$ cat src/rtl/dmem_arbiter.sv
// Two-port arbiter/sequencer in front of a word-wide data memory.
// Sub-word stores become read-merge-write so the memory only sees full words.
module dmem_arbiter #(
    parameter int MEM_WORDS = 32,
    parameter bit RR_EN     = 1'b1
) (
    input  logic        clk_i,
    input  logic        reset_i,

    input  logic        req0_valid_i,
    output logic        req0_ready_o,
    input  logic        req0_we_i,
    input  logic [31:0] req0_addr_i,
    input  logic [31:0] req0_wdata_i,
    input  logic [1:0]  req0_size_i,
    output logic        resp0_valid_o,
    output logic [31:0] resp0_rdata_o,
    output logic        resp0_err_o,

    input  logic        req1_valid_i,
    output logic        req1_ready_o,
    input  logic        req1_we_i,
    input  logic [31:0] req1_addr_i,
    input  logic [31:0] req1_wdata_i,
    input  logic [1:0]  req1_size_i,
    output logic        resp1_valid_o,
    output logic [31:0] resp1_rdata_o,
    output logic        resp1_err_o,

    output logic [31:0] daddr_o,
    output logic [31:0] dwdata_o,
    input  logic [31:0] drdata_i,
    output logic [1:0]  dsize_o,
    output logic        drd_o,
    output logic        dwr_o,
    output logic [3:0]  dbe_o
);

    localparam logic [1:0]  SIZE_BYTE = 2'b00;
    localparam logic [1:0]  SIZE_HALF = 2'b01;
    localparam logic [1:0]  SIZE_WORD = 2'b10;
    localparam logic [1:0]  SIZE_BAD  = 2'b11;
    localparam logic [29:0] WORD_LIMIT = 30'(MEM_WORDS);

    typedef enum logic [2:0] {IDLE, READ, MERGE, WRITE, RESP} state_t;

    state_t      state_reg, state_next;
    logic        we_reg;
    logic [31:0] addr_reg;
    logic [31:0] wdata_reg;
    logic [1:0]  size_reg;
    logic        owner_reg;
    logic        err_reg;
    logic        rr_last_reg;
    logic [31:0] rdata_reg;
    logic [31:0] merged_reg;

    logic        grant_any;
    logic        grant_id;
    logic        accept;
    logic        sel_we;
    logic [31:0] sel_addr;
    logic [31:0] sel_wdata;
    logic [1:0]  sel_size;
    logic        sel_err;

    // rr_last_reg holds the last owner; on a tie the other port wins.
    always_comb begin
        grant_any = req0_valid_i | req1_valid_i;
        if (req0_valid_i && req1_valid_i) begin
            grant_id = RR_EN ? ~rr_last_reg : 1'b0;
        end else begin
            grant_id = ~req0_valid_i;
        end
    end

    assign accept    = (state_reg == IDLE) && grant_any && !reset_i;
    assign sel_we    = grant_id ? req1_we_i    : req0_we_i;
    assign sel_addr  = grant_id ? req1_addr_i  : req0_addr_i;
    assign sel_wdata = grant_id ? req1_wdata_i : req0_wdata_i;
    assign sel_size  = grant_id ? req1_size_i  : req0_size_i;

    assign sel_err = (sel_size == SIZE_BAD)
                   || ((sel_size == SIZE_HALF) && sel_addr[0])
                   || ((sel_size == SIZE_WORD) && (sel_addr[1:0] != 2'b00))
                   || (sel_addr[31:2] >= WORD_LIMIT);

    logic [31:0] rd_shifted;
    logic [31:0] rd_data;
    logic [3:0]  lane_mask;
    logic [31:0] wr_shifted;
    logic [31:0] merge_word;

    assign rd_shifted = drdata_i >> {addr_reg[1:0], 3'b000};
    always_comb begin
        case (size_reg)
            SIZE_BYTE: rd_data = {24'h0, rd_shifted[7:0]};
            SIZE_HALF: rd_data = {16'h0, rd_shifted[15:0]};
            default:   rd_data = rd_shifted;
        endcase
    end

    assign lane_mask  = ((size_reg == SIZE_BYTE) ? 4'b0001 : 4'b0011) << addr_reg[1:0];
    assign wr_shifted = wdata_reg << {addr_reg[1:0], 3'b000};

    genvar gi;
    generate
        for (gi = 0; gi < 4; gi++) begin : g_lane
            assign merge_word[8*gi +: 8] = lane_mask[gi] ? wr_shifted[8*gi +: 8]
                                                         : drdata_i[8*gi +: 8];
        end
    endgenerate

    always_comb begin
        state_next = state_reg;
        case (state_reg)
            IDLE: begin
                if (accept) begin
                    if (sel_err)                     state_next = RESP;
                    else if (!sel_we)                state_next = READ;
                    else if (sel_size == SIZE_WORD)  state_next = WRITE;
                    else                             state_next = MERGE;
                end
            end
            READ:    state_next = RESP;
            MERGE:   state_next = WRITE;
            WRITE:   state_next = RESP;
            RESP:    state_next = IDLE;
            default: state_next = IDLE;
        endcase
    end

    // Everything is forced low while reset_i is high, including the ready path.
    always_comb begin
        req0_ready_o  = 1'b0;
        req1_ready_o  = 1'b0;
        resp0_valid_o = 1'b0;
        resp1_valid_o = 1'b0;
        resp0_rdata_o = 32'h0;
        resp1_rdata_o = 32'h0;
        resp0_err_o   = 1'b0;
        resp1_err_o   = 1'b0;
        daddr_o       = 32'h0;
        dwdata_o      = 32'h0;
        dsize_o       = 2'b00;
        drd_o         = 1'b0;
        dwr_o         = 1'b0;
        dbe_o         = 4'b0000;
        if (!reset_i) begin
            case (state_reg)
                IDLE: begin
                    req0_ready_o = grant_any && !grant_id;
                    req1_ready_o = grant_any && grant_id;
                end
                READ, MERGE: begin
                    drd_o   = 1'b1;
                    daddr_o = {2'b00, addr_reg[31:2]};
                    dsize_o = SIZE_WORD;
                    dbe_o   = 4'b1111;
                end
                WRITE: begin
                    dwr_o    = 1'b1;
                    daddr_o  = {2'b00, addr_reg[31:2]};
                    dsize_o  = SIZE_WORD;
                    dbe_o    = 4'b1111;
                    dwdata_o = (size_reg == SIZE_WORD) ? wdata_reg : merged_reg;
                end
                RESP: begin
                    if (owner_reg) begin
                        resp1_valid_o = 1'b1;
                        resp1_err_o   = err_reg;
                        resp1_rdata_o = (!we_reg && !err_reg) ? rdata_reg : 32'h0;
                    end else begin
                        resp0_valid_o = 1'b1;
                        resp0_err_o   = err_reg;
                        resp0_rdata_o = (!we_reg && !err_reg) ? rdata_reg : 32'h0;
                    end
                end
                default: ;
            endcase
        end
    end

    always_ff @(posedge clk_i) begin
        if (reset_i) begin
            state_reg   <= IDLE;
            rr_last_reg <= 1'b1;
            we_reg      <= 1'b0;
            addr_reg    <= 32'h0;
            wdata_reg   <= 32'h0;
            size_reg    <= 2'b00;
            owner_reg   <= 1'b0;
            err_reg     <= 1'b0;
            rdata_reg   <= 32'h0;
            merged_reg  <= 32'h0;
        end else begin
            state_reg <= state_next;
            if (accept) begin
                we_reg      <= sel_we;
                addr_reg    <= sel_addr;
                wdata_reg   <= sel_wdata;
                size_reg    <= sel_size;
                owner_reg   <= grant_id;
                rr_last_reg <= grant_id;
                err_reg     <= sel_err;
                rdata_reg   <= 32'h0;
            end
            if (state_reg == READ) begin
                rdata_reg <= rd_data;
            end
            if (state_reg == MERGE) begin
                merged_reg <= merge_word;
            end
        end
    end

endmodule

$ cat config.mk
export PLATFORM = sky130hd
export DESIGN_NAME = dmem_arbiter
export DESIGN_NICKNAME = d
export VERILOG_FILES = /design/src/rtl/dmem_arbiter.sv
export SDC_FILE = /design/constraint.sdc
export NUM_CORES = 1
export LEC_CHECK = 0
export CORE_UTILIZATION = 40
export CTS_CLUSTER_DIAMETER = 150
export DETAILED_ROUTE_END_ITERATION = 16
export GPL_TIMING_DRIVEN = 0
export PLACE_DENSITY = 0.79
export SYNTH_ARGS = -nofsm -noshare
export SYNTH_HDL_FRONTEND = slang
export SYNTH_SLANG_ARGS = --single-unit
$ cat constraint.sdc
create_clock -name clk_i -period 1.7 [get_ports clk_i]
set_input_delay 0.17 -clock clk_i [delete_from_list [all_inputs] [get_ports clk_i]]
set_output_delay 0.17 -clock clk_i [all_outputs]
set_load 0.005 [all_outputs]
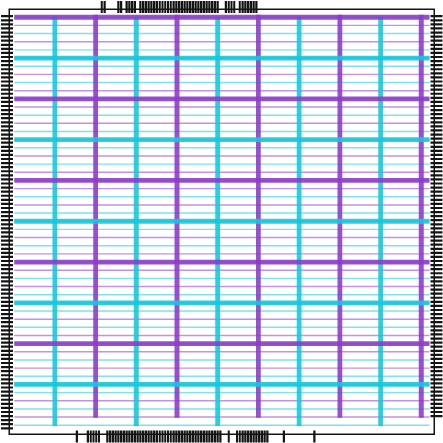
Fig. 1. Power grid.
(3 px per um) Pins as bars on the die edge.
Key: VSS = cyan; VDD = purple
10 straps on met5. 10 straps on met4. The core has 50 rows.
vertical die size: 141.1 um
Peak VDD IR: 0.6892 mV
Die X-Extent: 141.1 um
Std-Cell Core Area: 18,830 sq um

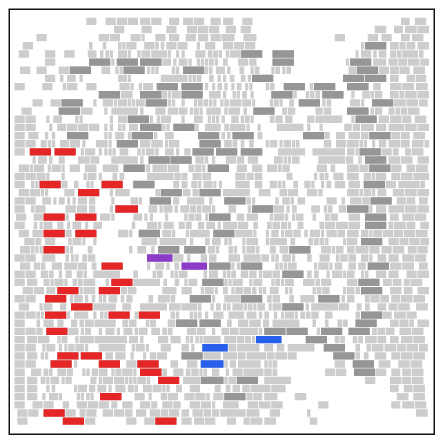
Fig. 2. Sequential cells colored by netlist name.
(3 px per um)
Key: `size_reg` = purple [flops 2]; `state_reg` = blue [flops 3]; `addr_reg` = red [flops 32]
Another 100 sequential cells are not colored.
post-route core utilization: 0.6899
sequential group power: 3550 uW
FF+latch area: 2761 sq um
share of cell area taken by flip-flops and latches: 0.2126

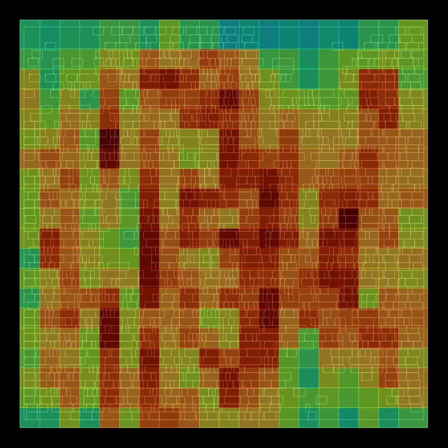
Fig. 3. Routing congestion.
met1 track demand over resource: 0.3848
gr busiest metal: met2
met3 Usage GRT: 0.06760
met2 usage in global routing: 0.5675
total routing usage reported by global routing: 0.3279

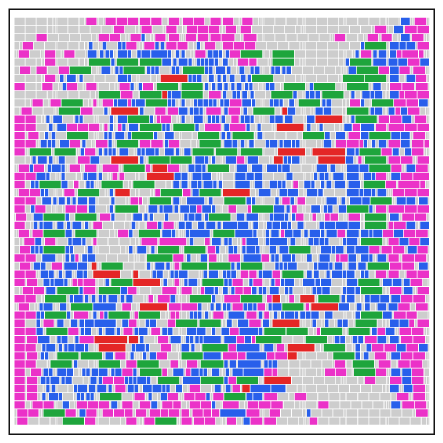
Fig. 4. Placement by cell class.
(3 px per um) Fill, decap, tap and diode cells in gray.
Key: clock drivers and dummy loads = red [cells 31]; flip-flops = green [cells 137]; other buffers and delay cells = magenta [cells 451]; all other logic = blue [cells 821]
Std-Cell Rows: 50
finished layout cell area: 12,990 sq um

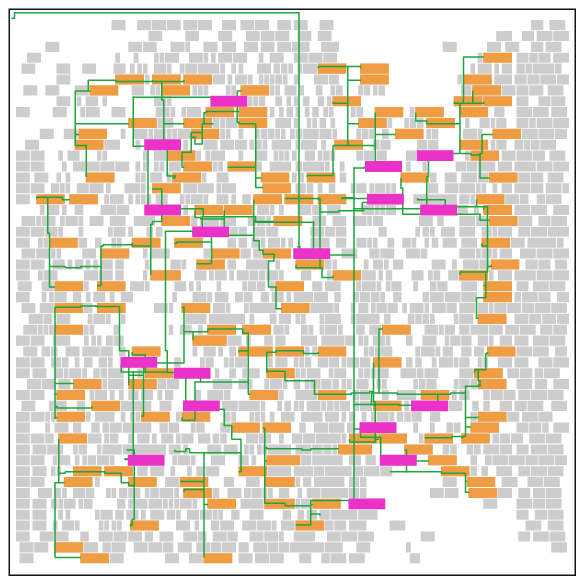
Fig. 5. Routed clock nets over the placement.
(4 px per um)
Key: cells driving clock nets = magenta [count 17]; flip-flops = orange [count 137]; clock wires = green [length 1,880 um]
Position of the flops: spread over the die.
insertion delay at the late pin of the worst-skew pair: 0.43 ns
clock network fraction of design power: 0.403
worst clock skew: 0.01297 ns

==> datasheet_impl.txt <==
Implementation parameters

Parameter                              Value

Run status
  Result of the run .................. finished, violations left
  Violations in the final reports .................. negative setup slack

Clock tree
  Maximum number of buffers from clock root to sink .................. 2

Drt
  Tally of nets with antenna violations remaining after routing .................. 0
  Avg WL per Cell .................. 20.12 um
  Detailed-route DRC error count .................. 0

STA
  Final setup vio count .................. about 160
  Setup slack after layout .................. -0.6660 ns
  Post-layout period usage .................. 1.392

Critical path
  Gate family responsible for the most delay along the worst path .................. simple AND/OR/NAND/NOR gates
  Most prevalent standard cell on the critical path .................. buf_6
  Crit path capture type .................. output pin
  Worst path buffer plus inverter count .................. 5

Yosys
  Cell Area, Synth .................. 7744 sq um
  Leading cell types by count after synthesis .................. nand2_1, dfxtp_1, nor2_1
  Cells taking the most area after synthesis .................. dfxtp_1, nand2_1, a311oi_1
  Count of library flops with an enable pin .................. 0
  Yosys warnings .................. 0
  Library cell occupying the most area in the post-synthesis netlist .................. dfxtp_1
  Number of standard cells reported by yosys .................. roughly 1,100
  Most instantiated flip-flop cell in the synthesis netlist .................. dfxtp_1
## layout by cell type, fill, tap and decap left out, types with 9 or more instances in the layout
cell	count
a21oi_1	53
a22oi_1	21
a311oi_1	78
and2_1	40
and2_4	59
buf_2	14
buf_4	36
buf_6	98
buf_8	11
clkbuf_1	22
clkbuf_16	18
clkbuf_2	17
clkdlybuf4s50_1	225
dfxtp_1	130
mux2i_1	27
nand2_1	260
nand3_1	9
nor2_1	115
nor2b_1	9
o211ai_1	26
o21ai_0	14
## what timing repair did
item,4_1_cts,5_1_grt
endpoints found under the setup margin,269,276
resized,445,202
buffers inserted,27,14
cloned,6,4
pin swaps,39,38
## layer usage
layer / routed length (um) / vias up
li1: - / 4409
met1: 13060 / 4448
met2: 16700 / 577
met3: 3061 / 98
met4: 1388 / 0
met5: 0 / -
## per-stage QoR
stage / setup TNS [ns] / power [uW] / area [sq um] / cells
floorplan: 0 / 4423 / 7751 / 1056
global placement: -166.08 / 5232 / 11160 / 1624
detailed placement: -170.47 / 5255 / 11160 / 1624
CTS: -75.81 / 9069 / 12330 / 1688
global route: -78.31 / 9564 / 12990 / 1701
finish: -67.97 / 9264 / 12990 / 1701
## power by group
group	total [uW]	internal, uW	switching (uW)	leakage [uW]
logic	1980	944	1040	0.00370
clock network	3730	2260	1470	0.000288
registers	3550	3380	167	0.00112
total	9260	6590	2680	0.00511
## worst min-delay path by stage
stage / from / end / slack, ns / depth (start not counted)
finish: req0_wdata_i[27] / wdata_reg[27]$_SDFFE_PP0P_ / 0.31 / 3
global placement: merged_reg[8]$_SDFFE_PP0N_ / merged_reg[8]$_SDFFE_PP0N_ / 0.44 / 2
detailed placement: merged_reg[10]$_SDFFE_PP0N_ / merged_reg[10]$_SDFFE_PP0N_ / 0.45 / 2
global route: req1_wdata_i[8] / wdata_reg[8]$_SDFFE_PP0P_ / 0.32 / 3
floorplan: req0_addr_i[10] / addr_reg[10]$_SDFFE_PP0P_ / 0.33 / 2
CTS: req0_addr_i[3] / addr_reg[3]$_SDFFE_PP0P_ / 0.30 / 3
## layout make-up
class | instances | area (sq um)
diodes | 1 | 2.502
multi-input cells | 815 | 4946
plain buffers | 95 | 744.5
clock buffers | 20 | 466.7
repair buffers | 356 | 3601
inverters | 6 | 22.52
flip-flops and latches | 137 | 2761
fillers | 1503 | 5839
clock inverters | 11 | 121.4
well taps | 260 | 325.3
## cell families after synthesis
| group | after synthesis | share of synthesized area |
|---|---|---|
| simple gates | 541 | 0.3186 |
| xor+xnor | 1 | 0.001131 |
| compound gates | 233 | 0.2168 |
| buf+inv | 105 | 0.06091 |
| other cells | 1 | 0.0004843 |
| flops | 137 | 0.3542 |
| mux | 36 | 0.04783 |
## worst reg2reg max path: stages (launching register included)
cell and delay, ns:
dfxtp_4 0.36, buf_4 0.19, nor4_4 0.25, buf_4 0.20
buf_4 0.13, a21oi_4 0.09, buf_6 0.17, a22oi_1 0.22
nor2_1 0.06
Power figures rest on the tool's default switching activity, not on a simulated workload.
